`config.mk`:
```
export PLATFORM = sky130hd
export DESIGN_NAME = fifo_rd_packer
export DESIGN_NICKNAME = d
export VERILOG_FILES = /design/src/rtl/fifo_rd_packer.sv
export SDC_FILE = /design/constraint.sdc
export NUM_CORES = 1
export LEC_CHECK = 0
export ABC_AREA = 0
export CAP_MARGIN = 20
export CELL_PAD_IN_SITES_DETAIL_PLACEMENT = 0
export CELL_PAD_IN_SITES_GLOBAL_PLACEMENT = 1
export CORE_MARGIN = 3
export CORE_UTILIZATION = 36
export DETAILED_ROUTE_END_ITERATION = 10
export PLACE_DENSITY = 0.86
export SYNTH_ARGS = -nofsm -noshare
export SYNTH_HDL_FRONTEND = slang
export SYNTH_SLANG_ARGS = --single-unit
```
`constraint.sdc`:
```
create_clock -name r_clk -period 3 [get_ports r_clk]
set_input_delay 0.45 -clock r_clk [delete_from_list [all_inputs] [get_ports r_clk]]
set_output_delay 0.45 -clock r_clk [all_outputs]
set_load 0.05 [all_outputs]
```
`src/rtl/fifo_rd_packer.sv`:
```
// fifo_rd_packer: pops A_SIZE-bit entries from a FIFO read port and packs
// PACK of them (first entry in the LSBs) into one output word. A flush pulse
// emits a partially filled word, with the unused slots left at zero.
module fifo_rd_packer #(
  parameter int unsigned A_SIZE = 8,
  parameter int unsigned PACK   = 4
) (
  input  logic                        r_clk,
  input  logic                        rrst,
  input  logic                        r_empty,
  output logic                        r_enable,
  input  logic [A_SIZE-1:0]           r_data,
  input  logic                        flush,
  output logic                        o_valid,
  input  logic                        o_ready,
  output logic [A_SIZE*PACK-1:0]      o_data,
  output logic [$clog2(PACK):0]       o_bytes,
  output logic [15:0]                 o_word_cnt
);

  localparam int unsigned DW = A_SIZE * PACK;
  localparam int unsigned CW = $clog2(PACK) + 1;
  localparam logic [CW:0] PACK_E = (CW+1)'(PACK);

  typedef enum logic {
    FILL = 1'b0,
    OUT  = 1'b1
  } state_t;

  state_t          state_q;
  logic [CW-1:0]   cnt_q;
  logic            inflight_q;
  logic            flush_pend_q;
  logic            o_valid_q;
  logic [DW-1:0]   o_data_q;
  logic [CW-1:0]   o_bytes_q;
  logic [15:0]     word_cnt_q;

  logic [CW:0]     cnt_land_d;
  logic            fl_req_c;
  logic            completes_now_c;
  logic            flush_pend_d;

  // Entry count once the in-flight entry (if any) has landed this edge
  assign cnt_land_d = {1'b0, cnt_q} + {{CW{1'b0}}, inflight_q};

  // Pop only while filling, with room for every requested entry, and never
  // once a flush is waiting for the in-flight entry to land
  assign r_enable = !rrst && (state_q == FILL) && !r_empty &&
                    (cnt_land_d < PACK_E) && !flush_pend_q;

  // Flush is meaningful only in FILL with at least one entry held or in flight
  assign fl_req_c = flush && (state_q == FILL) && ((cnt_q != '0) || inflight_q);

  // A flush alongside the pop that completes the word yields the full word
  assign completes_now_c = r_enable && ((cnt_land_d + (CW+1)'(1)) == PACK_E);

  assign flush_pend_d = flush_pend_q || (fl_req_c && !completes_now_c);

  // Packing FSM, capture datapath and accepted-word counter
  always_ff @(posedge r_clk) begin
    if (rrst) begin
      state_q      <= FILL;
      cnt_q        <= '0;
      inflight_q   <= 1'b0;
      flush_pend_q <= 1'b0;
      o_valid_q    <= 1'b0;
      o_data_q     <= '0;
      o_bytes_q    <= '0;
      word_cnt_q   <= '0;
    end else begin
      case (state_q)
        FILL: begin
          inflight_q <= r_enable;
          if (inflight_q) begin
            o_data_q[A_SIZE*int'(cnt_q) +: A_SIZE] <= r_data;
          end
          cnt_q <= cnt_land_d[CW-1:0];
          if (cnt_land_d == PACK_E) begin
            state_q      <= OUT;
            o_valid_q    <= 1'b1;
            o_bytes_q    <= cnt_land_d[CW-1:0];
            flush_pend_q <= 1'b0;
          end else if (flush_pend_d && !r_enable && (cnt_land_d != '0)) begin
            state_q      <= OUT;
            o_valid_q    <= 1'b1;
            o_bytes_q    <= cnt_land_d[CW-1:0];
            flush_pend_q <= 1'b0;
          end else begin
            flush_pend_q <= flush_pend_d;
          end
        end
        OUT: begin
          inflight_q <= 1'b0;
          if (o_ready) begin
            state_q    <= FILL;
            cnt_q      <= '0;
            o_valid_q  <= 1'b0;
            o_data_q   <= '0;
            o_bytes_q  <= '0;
            word_cnt_q <= word_cnt_q + 16'd1;
          end
        end
        default: begin
          state_q <= FILL;
        end
      endcase
    end
  end

  assign o_valid    = o_valid_q;
  assign o_data     = o_data_q;
  assign o_bytes    = o_bytes_q;
  assign o_word_cnt = word_cnt_q;

endmodule

```
run_1/clock_nets.png
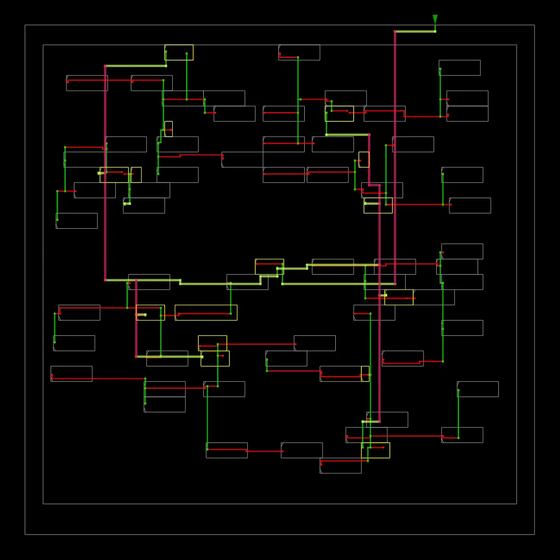
clock buffers: 12
clock sink count: 58
number of buffers created by CTS: 9
Clock Power: 0.699 mW
registers: 58

run_1/pinout.png
Pins as bars across the die edge, other pins in gray.
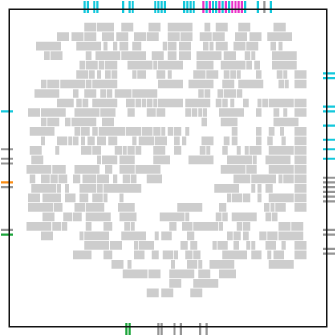
legend:
  cyan:
    port: o_data
    pins: 32
    direction: output
    edge: 23 top, 8 right, 1 left
  green:
    port: o_bytes
    pins: 3
    direction: output
    edge: 2 bottom, 1 left
  orange:
    port: r_empty
    pins: 1
    direction: input
    edge: left
  magenta:
    port: r_data
    pins: 8
    direction: input
    edge: top

==> flow_metrics.env, run 1 <==
# source this file to load flow results
export IMPL_synth_main_ff_cell="dfxtp_1"
export IMPL_yosysUniqueCellTypes=50
export IMPL_synth_edff_count=0
export IMPL_die_h_um=90.6
export IMPL_cts_htree_levels=3
export IMPL_postCtsSetupRepairBufs=0
export IMPL_final_nets=376
export IMPL_critPathMaxStageDelay_ns=0.66
export IMPL_largest_area_cell="dfxtp_1"
export IMPL_min_path_type="input port to flip-flop"
export IMPL_power_frac_clock_pct=37.3
export IMPL_antenna_found_initial=0
export IMPL_track_usage_pct=16.7
export IMPL_initCoreUtil_pct=37.5
export IMPL_critical_path_class="flip-flop to flip-flop"
export IMPL_drtPass1Iterations=4
export IMPL_switching_power_mw=0.554
export IMPL_grt_pass1_wl_mm=10.9
export IMPL_worstSetupEndpointType="flip-flop"
export IMPL_cts_resized=0
export IMPL_maxSlewViolCount=0
export IMPL_finalWorstSetupSlack_ns=0.298
export IMPL_netlist_area_um2=2570
export IMPL_ys_chip_area_um2=2570
export IMPL_routed_wl_mm=6.49
export IMPL_drt_first_iter_violations=90
export IMPL_ys_seq_share_pct=45.1
export IMPL_swShare_pct=29.5
export IMPL_fin_crit_sh_pct=90.1
export IMPL_p_leak_nw=1.18
export IMPL_place_hpwl_mm=4.56
export IMPL_critical_path_required_ns=3.20
export IMPL_timing_rr_start="cnt_q[1]$_SDFFE_PP0P_"
export IMPL_yosysMostFrequentCell="dfxtp_1"
export IMPL_cp_max_fo=8
export IMPL_synth_flop_count=58
export IMPL_yosysTopAreaCellShare_pct=45.1
export IMPL_top_cells_by_area="dfxtp_1 (45%), a21oi_1 (6.4%), nand3_1 (5.6%), nand2_1 (4.8%), ha_1 (3.9%)"
export IMPL_synth_nets=311
export IMPL_cts_clk_slew_worst_paths_ns=0.06
export IMPL_dieArea_um2=8200
export IMPL_synthArstFlopShare_pct=0
export IMPL_crit_start="cnt_q[1]$_SDFFE_PP0P_"
export IMPL_vias=2314
export IMPL_core_area_um2=6870
export IMPL_status="finished clean"
export IMPL_syn_avg_cell_area_um2=8.88
export IMPL_grt_max_degree=60
export IMPL_fin_area_um2=3500
export IMPL_max_slew_margin_pct=50.6
export IMPL_critPathLaunchType="flip-flop"
export IMPL_drc=0
export IMPL_setup_viol=0
export IMPL_powerDensity_nw_per_um2=537
export IMPL_port_buffers=65
export IMPL_fp_row_count=30
export IMPL_cap_violations=0
export IMPL_ctsRootBufferMaster="clkbuf_8"
export IMPL_p_int_mw=1.32
export IMPL_synthTopCellsByCount="dfxtp_1 (58), a21oi_1 (33), nand2_1 (33)"
export IMPL_worst_slew_pin_transition_ns=0.737
export IMPL_crit_top_cell="ha_1"
export IMPL_worst_ep_arrival_time_ns=2.90
export IMPL_tool_warnings=29
export IMPL_overflow=0
export IMPL_setup_tns_final_ns=0
export IMPL_clk_path_buf_depth=2
export IMPL_ant_nets=0
export IMPL_crit_slowest_cell="or4_1"
export IMPL_path_buffers=1
export IMPL_cts_hold_buf=0
export IMPL_place_ws_ns=0.328
export IMPL_fillers=693
export IMPL_hold_start="rrst"
run_1/clock_wires.png
Bar = 20 um.
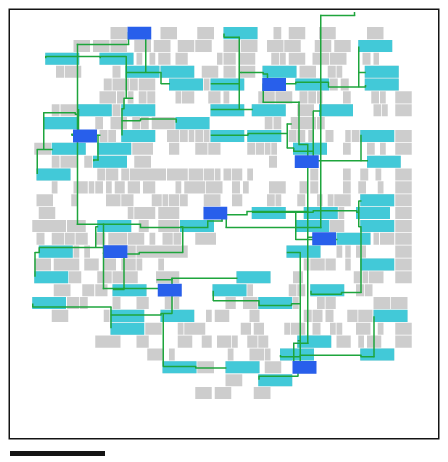
legend:
  green:
    item: clock wires
    length: 838 um
  blue:
    item: clock-net drivers
    count: 9
  cyan:
    item: flip-flops
    count: 58
routed clock nets: 10
flops lie: widely spread

run_1/layers.png
Bar = 20 um.
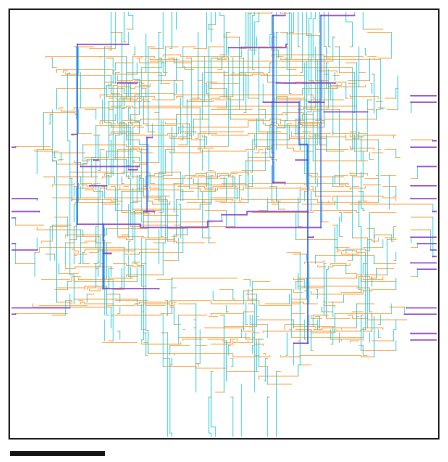
legend:
  blue:
    layer: M4
    wire_length: 200 um
  purple:
    layer: M3
    wire_length: 295 um
  orange:
    layer: M1
    wire_length: 3,060 um
  cyan:
    layer: M2
    wire_length: 2,930 um

-- run 1: layout make-up --
class / count / area, um2 / area share, %
multi-input combinational: 212 / 1330 / 37.9
sequential: 58 / 1160 / 33.2
timing repair buffer: 69 / 686 / 19.6
clock buffer: 12 / 145 / 4.15
tap: 96 / 120 / 3.44
clock inverter: 3 / 40.0 / 1.15
inverter: 5 / 18.8 / 0.537
-- run 1: flip-flops by register name, summed over array words and instances, names as in the netlist --
signal	flops
cnt_q	3
inflight_q	1
o_word_cnt	16
o_data	32
o_valid	1
state_q	1
o_bytes	3
flush_pend_q	1
-- run 1: logic make-up (layout without fill, tap and decap cells) --
family / after synthesis / count (layout) / share of synthesized area, %
and+or+nand+nor: 130 / 130 / 28.0
adders and majority gates: 8 / 8 / 3.89
muxes: 3 / 3 / 1.41
xor gates and xnor gates: 13 / 13 / 4.42
buffers and inverters: 20 / 89 / 3.45
AOI/OAI and AO/OA: 58 / 58 / 13.7
DFF: 58 / 58 / 45.1
-- run 1: per-stage QoR --
stage               hold slack (ns)  power [mW]  instances
detailed placement            0.444        1.19        440
global route                  0.412        1.96        455
finish                        0.400        1.88        455
floorplan                     0.539        1.09        290
global placement              0.439        1.19        440
CTS                           0.386        1.90        455
-- run 1: worst paths after layout --
path | end | slack (ns) | cells past startpoint
hold reg to reg | o_data[23]$_SDFFE_PP0P_ | 0.45 | 2
setup / recovery | o_data[3]$_SDFFE_PP0P_ | 0.30 | 7
setup reg to reg | o_data[3]$_SDFFE_PP0P_ | 0.30 | 7
hold / removal | inflight_q$_SDFF_PP0_ | 0.40 | 3
-- run 1: worst register-to-register path, cell delays in order (launching register included) --
cell and delay [ns]:
dfxtp_1 0.50, inv_1 0.14, ha_1 0.20, ha_1 0.31, or4b_4 0.51, or4_1 0.66
nand3_2 0.17, a21oi_1 0.07
-- run 1: power groups by stage --
stage          Sequential [mW]  Clock [mW]  Combinational [mW]
6_report                 0.827       0.699               0.350
3_5_place_dp             0.844           0               0.349
2_1_floorplan            0.893           0               0.196
5_1_grt                  0.833       0.751               0.380
4_1_cts                  0.827       0.719               0.352
3_3_place_gp             0.844           0               0.342
-- run 1: routing by layer --
layer  GRT usage (%)  up-vias  wire [um]
li1                -     1156          -
met1            21.5     1079       3060
met2            25.0       62       2930
met3            4.50       17        294
met4            9.69        0        200
met5               0        -          0
-- run 1: cell usage in the layout (no fill, tap or decap), types with 2 or more instances in the layout --
cell type        instances
clkbuf_1                 2
nand2_1                 33
a22oi_1                  6
xnor2_1                  6
clkinv_2                 2
o21ai_1                  2
clkdlybuf4s50_1         63
nand3_1                 29
and4_1                   3
nand4_1                  5
buf_4                    4
nand3_2                  8
o21ai_0                  4
dfxtp_1                 58
clkbuf_8                10
nand3b_1                 6
ha_1                     8
xor2_1                   7
nor2_1                  22
a31oi_1                  4
a21oi_1                 33
nor2b_1                  4
and3_1                   3
or3_1                    5
inv_1                    4
==> run 2: changes to the inputs <==
--- a/config.mk
+++ b/config.mk
@@ -11,8 +11,10 @@
 export CELL_PAD_IN_SITES_GLOBAL_PLACEMENT = 1
 export CORE_MARGIN = 3
 export CORE_UTILIZATION = 36
+export CTS_CLUSTER_DIAMETER = 120
 export DETAILED_ROUTE_END_ITERATION = 10
 export PLACE_DENSITY = 0.86
+export SLEW_MARGIN = 20
 export SYNTH_ARGS = -nofsm -noshare
 export SYNTH_HDL_FRONTEND = slang
 export SYNTH_SLANG_ARGS = --single-unit
run_2/clock_wires.png
Bar = 20 um.
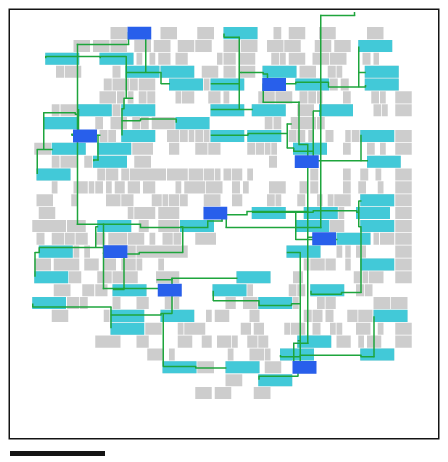
legend:
  blue:
    item: clock-net drivers
    count: 9
  green:
    item: clock wires
    length: 838 um
  cyan:
    item: flip-flops
    count: 58
routed clock nets: 10
flops lie: widely spread

==> flow_metrics.env, run 2 <==
# source this file to load flow results
export IMPL_reg2regPathDepth=7
export IMPL_powerDensity_nw_per_um2=537
export IMPL_grt_max_degree=60
export IMPL_initCoreUtil_pct=37.5
export IMPL_yosysMostFrequentCell="dfxtp_1"
export IMPL_power_frac_clock_pct=37.3
export IMPL_cts_hold_buf=0
export IMPL_min_path_type="input port to flip-flop"
export IMPL_cts_clk_slew_worst_paths_ns=0.06
export IMPL_cts_htree_levels=3
export IMPL_clk_path_buf_depth=2
export IMPL_critPathLaunchType="flip-flop"
export IMPL_overflow=0
export IMPL_cts_resized=0
export IMPL_hold_start="rrst"
export IMPL_tool_warnings=29
export IMPL_final_common_cell="clkdlybuf4s50_1"
export IMPL_largest_area_cell="dfxtp_1"
export IMPL_synth_edff_count=0
export IMPL_status="finished clean"
export IMPL_yosysUniqueCellTypes=50
export IMPL_worstSetupEndpointType="flip-flop"
export IMPL_synth_main_ff_cell="dfxtp_1"
export IMPL_synth_nets=311
export IMPL_fin_total_pwr_mw=1.88
export IMPL_whs_ns=0.400
export IMPL_cap_violations=0
export IMPL_worst_slew_pin_transition_ns=0.737
export IMPL_swShare_pct=29.5
export IMPL_die_h_um=90.6
export IMPL_setup_viol=0
export IMPL_port_buffers=65
export IMPL_ys_chip_area_um2=2570
export IMPL_drc=0
export IMPL_fin_crit_sh_pct=90.1
export IMPL_drt_first_iter_violations=90
export IMPL_ys_seq_share_pct=45.1
export IMPL_final_layout_top_logic_cells="clkdlybuf4s50_1 (63), dfxtp_1 (58), nand2_1 (33), a21oi_1 (33), nand3_1 (29)"
export IMPL_synthArstFlopShare_pct=0
export IMPL_holdPathEnd="inflight_q$_SDFF_PP0_"
export IMPL_synthTopCellsByCount="dfxtp_1 (58), a21oi_1 (33), nand2_1 (33)"
export IMPL_fin_area_um2=3500
export IMPL_p_int_mw=1.32
export IMPL_place_hpwl_mm=4.56
export IMPL_core_area_um2=6870
export IMPL_ctsRootBufferMaster="clkbuf_8"
export IMPL_antenna_found_initial=0
export IMPL_clock_sinks=58
export IMPL_timing_rr_start="cnt_q[1]$_SDFFE_PP0P_"
export IMPL_worst_ep_arrival_time_ns=2.90
export IMPL_yosysTopAreaCellShare_pct=45.1
export IMPL_drtPass1Iterations=4
export IMPL_cts_made_buffers=9
export IMPL_r2r_end="o_data[3]$_SDFFE_PP0P_"
export IMPL_cp_max_fo=8
export IMPL_syn_avg_cell_area_um2=8.88
export IMPL_p_leak_nw=1.18
export IMPL_switching_power_mw=0.554
export IMPL_synth_flop_count=58
export IMPL_fillers=693
export IMPL_track_usage_pct=16.7
export IMPL_grt_pass1_wl_mm=10.9
export IMPL_rrSetupSlack_ns=0.30
run_2/layers.png
Bar = 20 um.
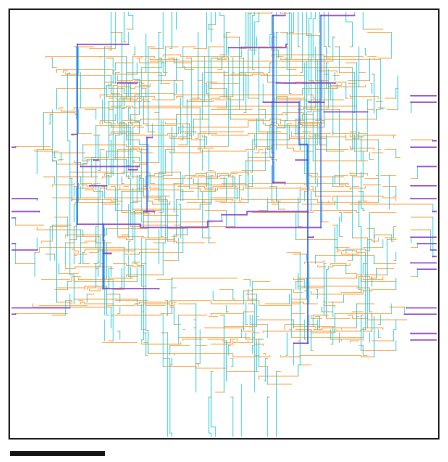
legend:
  blue:
    layer: M4
    wire_length: 200 um
  cyan:
    layer: M2
    wire_length: 2,930 um
  orange:
    layer: M1
    wire_length: 3,060 um
  purple:
    layer: M3
    wire_length: 295 um

run 2: metrics by stage:
stage,std cells,setup slack [ns]
2_1_floorplan,290,0.667
3_3_place_gp,440,0.432
3_5_place_dp,440,0.328
4_1_cts,455,0.298
5_1_grt,455,0.0270
6_report,455,0.298
run 2: logic make-up (layout without fill, tap and decap cells):
logic type | Yosys count | in the layout | share of synthesized area (%)
adders and majority gates | 8 | 8 | 3.89
AOI/OAI and AO/OA | 58 | 58 | 13.7
buffers and inverters | 20 | 89 | 3.45
and+or+nand+nor | 130 | 130 | 28.0
DFF | 58 | 58 | 45.1
muxes | 3 | 3 | 1.41
xor gates and xnor gates | 13 | 13 | 4.42
run 2: cell type report:
| class | instances | area [um2] | share of cell area (%) |
|---|---|---|---|
| multi-input cells | 212 | 1330 | 37.9 |
| repair buffers | 69 | 686 | 19.6 |
| inverters | 5 | 18.8 | 0.537 |
| clock inverters | 3 | 40.0 | 1.15 |
| flip-flops and latches | 58 | 1160 | 33.2 |
| well taps | 96 | 120 | 3.44 |
| clock buffers | 12 | 145 | 4.15 |
run 2: worst max-delay path, cell delays in order, from the launching register on:
cell,delay [ns]
dfxtp_1,0.50
inv_1,0.13
ha_1,0.20
ha_1,0.31
or4b_4,0.51
or4_1,0.66
nand3_2,0.17
a21oi_1,0.07
run 2: routing by layer:
| layer | vias up | global-route usage, % | wire length (um) | part of all wire, % |
|---|---|---|---|---|
| met5 | - | 0 | 0 | 0 |
| met4 | 0 | 9.69 | 200 | 3.1 |
| met3 | 17 | 4.50 | 294 | 4.5 |
| met2 | 62 | 25.0 | 2930 | 45 |
| met1 | 1079 | 21.5 | 3060 | 47 |
| li1 | 1156 | - | - | - |
run 2: worst max path at each step:
stage                                startpoint                       to  depth (start not counted)
after global placement    cnt_q[1]$_SDFFE_PP0P_   o_data[4]$_SDFFE_PP0P_                          7
final                     cnt_q[1]$_SDFFE_PP0P_   o_data[3]$_SDFFE_PP0P_                          7
after floorplan           cnt_q[1]$_SDFFE_PP0P_   o_data[0]$_SDFFE_PP0P_                          8
after global routing      cnt_q[1]$_SDFFE_PP0P_  o_data[22]$_SDFFE_PP0P_                          8
after detailed placement  cnt_q[1]$_SDFFE_PP0P_   o_data[7]$_SDFFE_PP0P_                          7
after CTS                 cnt_q[1]$_SDFFE_PP0P_   o_data[3]$_SDFFE_PP0P_                          7
run 2: power by group through the flow:
stage | Sequential (mW) | Clock (mW) | Combinational, mW
final | 0.827 | 0.699 | 0.350
after global routing | 0.833 | 0.751 | 0.380
after global placement | 0.844 | 0 | 0.342
after CTS | 0.827 | 0.719 | 0.352
after detailed placement | 0.844 | 0 | 0.349
after floorplan | 0.893 | 0 | 0.196
run_2/ff_map.png
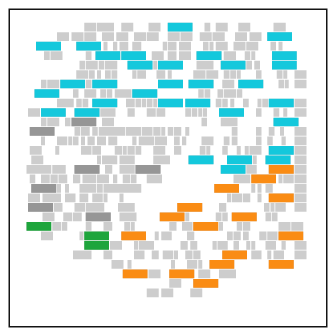

==> run 3: changes to the inputs <==
--- a/config.mk
+++ b/config.mk
@@ -10,10 +10,10 @@
 export CELL_PAD_IN_SITES_DETAIL_PLACEMENT = 0
 export CELL_PAD_IN_SITES_GLOBAL_PLACEMENT = 1
 export CORE_MARGIN = 3
-export CORE_UTILIZATION = 36
+export CORE_UTILIZATION = 39
 export CTS_CLUSTER_DIAMETER = 120
 export DETAILED_ROUTE_END_ITERATION = 10
-export PLACE_DENSITY = 0.86
+export PLACE_DENSITY = 0.92
 export SLEW_MARGIN = 20
 export SYNTH_ARGS = -nofsm -noshare
 export SYNTH_HDL_FRONTEND = slang
==> constraint.sdc (replaced) <==
create_clock -name r_clk -period 3.2 [get_ports r_clk]
set_input_delay 0.48 -clock r_clk [delete_from_list [all_inputs] [get_ports r_clk]]
set_output_delay 0.48 -clock r_clk [all_outputs]
set_load 0.05 [all_outputs]
run_3/ff_map.png
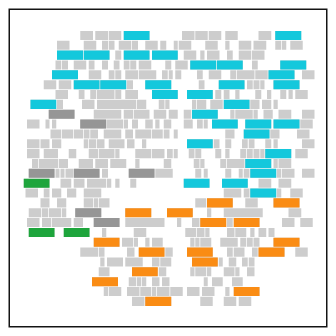
legend:
  cyan:
    netlist_name: o_data
    flops: 32
  green:
    netlist_name: o_bytes
    flops: 3
  orange:
    netlist_name: o_word_cnt
    flops: 16

==> flow_metrics.env, run 3 <==
# source this file to load flow results
export IMPL_worst_ep_arrival_time_ns=2.86
export IMPL_fin_crit_sh_pct=83.7
export IMPL_core_area_um2=6170
export IMPL_worst_slew_pin_transition_ns=0.790
export IMPL_synthArstFlopShare_pct=0
export IMPL_critical_path_class="flip-flop to flip-flop"
export IMPL_hold_start="rrst"
export IMPL_grt_max_degree=60
export IMPL_yosysMostFrequentCell="dfxtp_1"
export IMPL_final_nets=375
export IMPL_holdPathEnd="inflight_q$_SDFF_PP0_"
export IMPL_r2r_end="o_data[5]$_SDFFE_PP0P_"
export IMPL_rrSetupSlack_ns=0.52
export IMPL_drt_first_iter_violations=48
export IMPL_clock_sinks=58
export IMPL_ctsRootBufferMaster="clkbuf_8"
export IMPL_crit_start="cnt_q[1]$_SDFFE_PP0P_"
export IMPL_max_slew_margin_pct=47.1
export IMPL_synth_flop_count=58
export IMPL_fin_area_um2=3520
export IMPL_postCtsSetupRepairBufs=0
export IMPL_largest_area_cell="dfxtp_1"
export IMPL_cts_made_buffers=9
export IMPL_ys_seq_share_pct=45.1
export IMPL_cts_clk_slew_worst_paths_ns=0.07
export IMPL_clk_latency_ns=0.33
export IMPL_final_common_cell="clkdlybuf4s50_1"
export IMPL_synthTopCellsByCount="dfxtp_1 (58), a21oi_1 (33), nand2_1 (33)"
export IMPL_critical_path_required_ns=3.39
export IMPL_powerDensity_nw_per_um2=551
export IMPL_setup_viol=0
export IMPL_crit_top_cell="ha_1"
export IMPL_worstSetupEndpointType="flip-flop"
export IMPL_cap_violations=0
export IMPL_largest_reg_flops=32
export IMPL_place_hpwl_mm=4.46
export IMPL_whs_ns=0.439
export IMPL_yosysUniqueCellTypes=50
export IMPL_reg2regPathDepth=7
export IMPL_port_buffers=65
export IMPL_p_leak_nw=1.20
export IMPL_finalWorstSetupSlack_ns=0.521
export IMPL_initCoreUtil_pct=41.8
export IMPL_antenna_found_initial=0
export IMPL_cts_hold_buf=0
export IMPL_die_h_um=87.3
export IMPL_synth_main_ff_cell="dfxtp_1"
export IMPL_routed_wl_mm=6.37
export IMPL_vias=2330
export IMPL_cts_resized=0
export IMPL_grt_pass1_wl_mm=10.6
export IMPL_track_usage_pct=17.8
export IMPL_dieArea_um2=7610
export IMPL_synth_nets=311
export IMPL_status="finished clean"
export IMPL_clk_path_buf_depth=2
export IMPL_cp_max_fo=8
export IMPL_place_ws_ns=0.549
export IMPL_drc=0
export IMPL_maxSlewViolCount=0
export IMPL_synth_edff_count=0
export IMPL_crit_chain="inv_1 > ha_1 > ha_1 > or4b_4 > or4_1 > nand3_2 > a21oi_1"
export IMPL_critPathMaxStageDelay_ns=0.66
export IMPL_worstHoldPathCells=3
export IMPL_tool_warnings=29
export IMPL_setup_tns_final_ns=0
export IMPL_top_cells_by_area="dfxtp_1 (45%), a21oi_1 (6.4%), nand3_1 (5.6%), nand2_1 (4.8%), ha_1 (3.9%)"
export IMPL_critPathLaunchType="flip-flop"
export IMPL_vias_per_cell=5.37
export IMPL_timing_rr_start="cnt_q[1]$_SDFFE_PP0P_"
export IMPL_fp_row_count=28
export IMPL_drtPass1Iterations=4
export IMPL_ys_chip_area_um2=2570
export IMPL_crit_slowest_cell="or4_1"
export IMPL_ant_nets=0
run_3/clock_nets.png
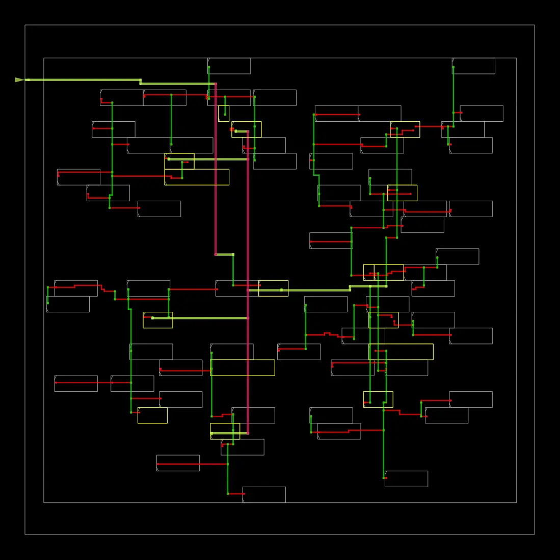
Clock Power: 0.844 mW
clock buffers: 11

run 3: cell counts after synthesis:
No cell type changed its count.
run 3: kinds of logic (layout without fill, tap and decap cells):
kind of cell               after synthesis  count (layout)  share of synthesized area (%)
AOI/OAI and AO/OA                       58              58                           13.7
xor gates and xnor gates                13              13                           4.42
adders and majority gates                8               8                           3.89
buffers and inverters                   20              89                           3.45
DFF                                     58              58                           45.1
muxes                                    3               3                           1.41
and+or+nand+nor                        130             130                           28.0
run 3: worst max-delay path by stage:
stage                                    endpoint  slack, ns  cells past startpoint
after global routing      o_data[23]$_SDFFE_PP0P_       0.29                      8
final                      o_data[5]$_SDFFE_PP0P_       0.52                      7
after detailed placement   o_data[7]$_SDFFE_PP0P_       0.55                      7
after global placement     o_data[6]$_SDFFE_PP0P_       0.64                      7
after CTS                  o_data[5]$_SDFFE_PP0P_       0.54                      7
after floorplan            o_data[0]$_SDFFE_PP0P_       0.87                      8
run 3: routing by layer:
layer / routed length [um] / vias to the layer above / track usage (%)
met5: 0 / - / 0
met4: 95 / 0 / 9.21
met3: 255 / 9 / 4.82
met2: 2900 / 44 / 26.4
met1: 3120 / 1119 / 23.4
li1: - / 1158 / -
run 3: layout make-up:
class | instances | area [um2]
Fill cell | 573 | 2650
Clock inverter | 5 | 100
Inverter | 5 | 18.8
Clock buffer | 11 | 151
Tap cell | 75 | 93.8
Timing Repair Buffer | 68 | 666
Sequential cell | 58 | 1160
Multi-Input combinational cell | 212 | 1330
run 3: stage by stage:
stage | util, % | power, mW | cells
after CTS | 57.0 | 1.95 | 434
after global placement | 52.9 | 1.10 | 418
final | 57.0 | 1.94 | 434
after floorplan | - | 1.02 | 290
after global routing | 57.0 | 2.02 | 434
after detailed placement | 52.9 | 1.11 | 418
run 3: worst max-delay path: cells and delay by family, from the launching register on:
family,cells,cell delay (ns)
adders and majority gates,2,0.49
buffers and inverters,1,0.14
AOI/OAI and AO/OA,1,0.07
DFF,1,0.51
and+or+nand+nor,3,1.32
run 3: report_power, final:
part / internal (mW) / switching, mW
Clock: 0.557 / 0.287
Combinational: 0.112 / 0.205
Sequential: 0.747 / 0.0286
Total: 1.42 / 0.520
No activity file was given, so power comes from the tool's default toggle rates.
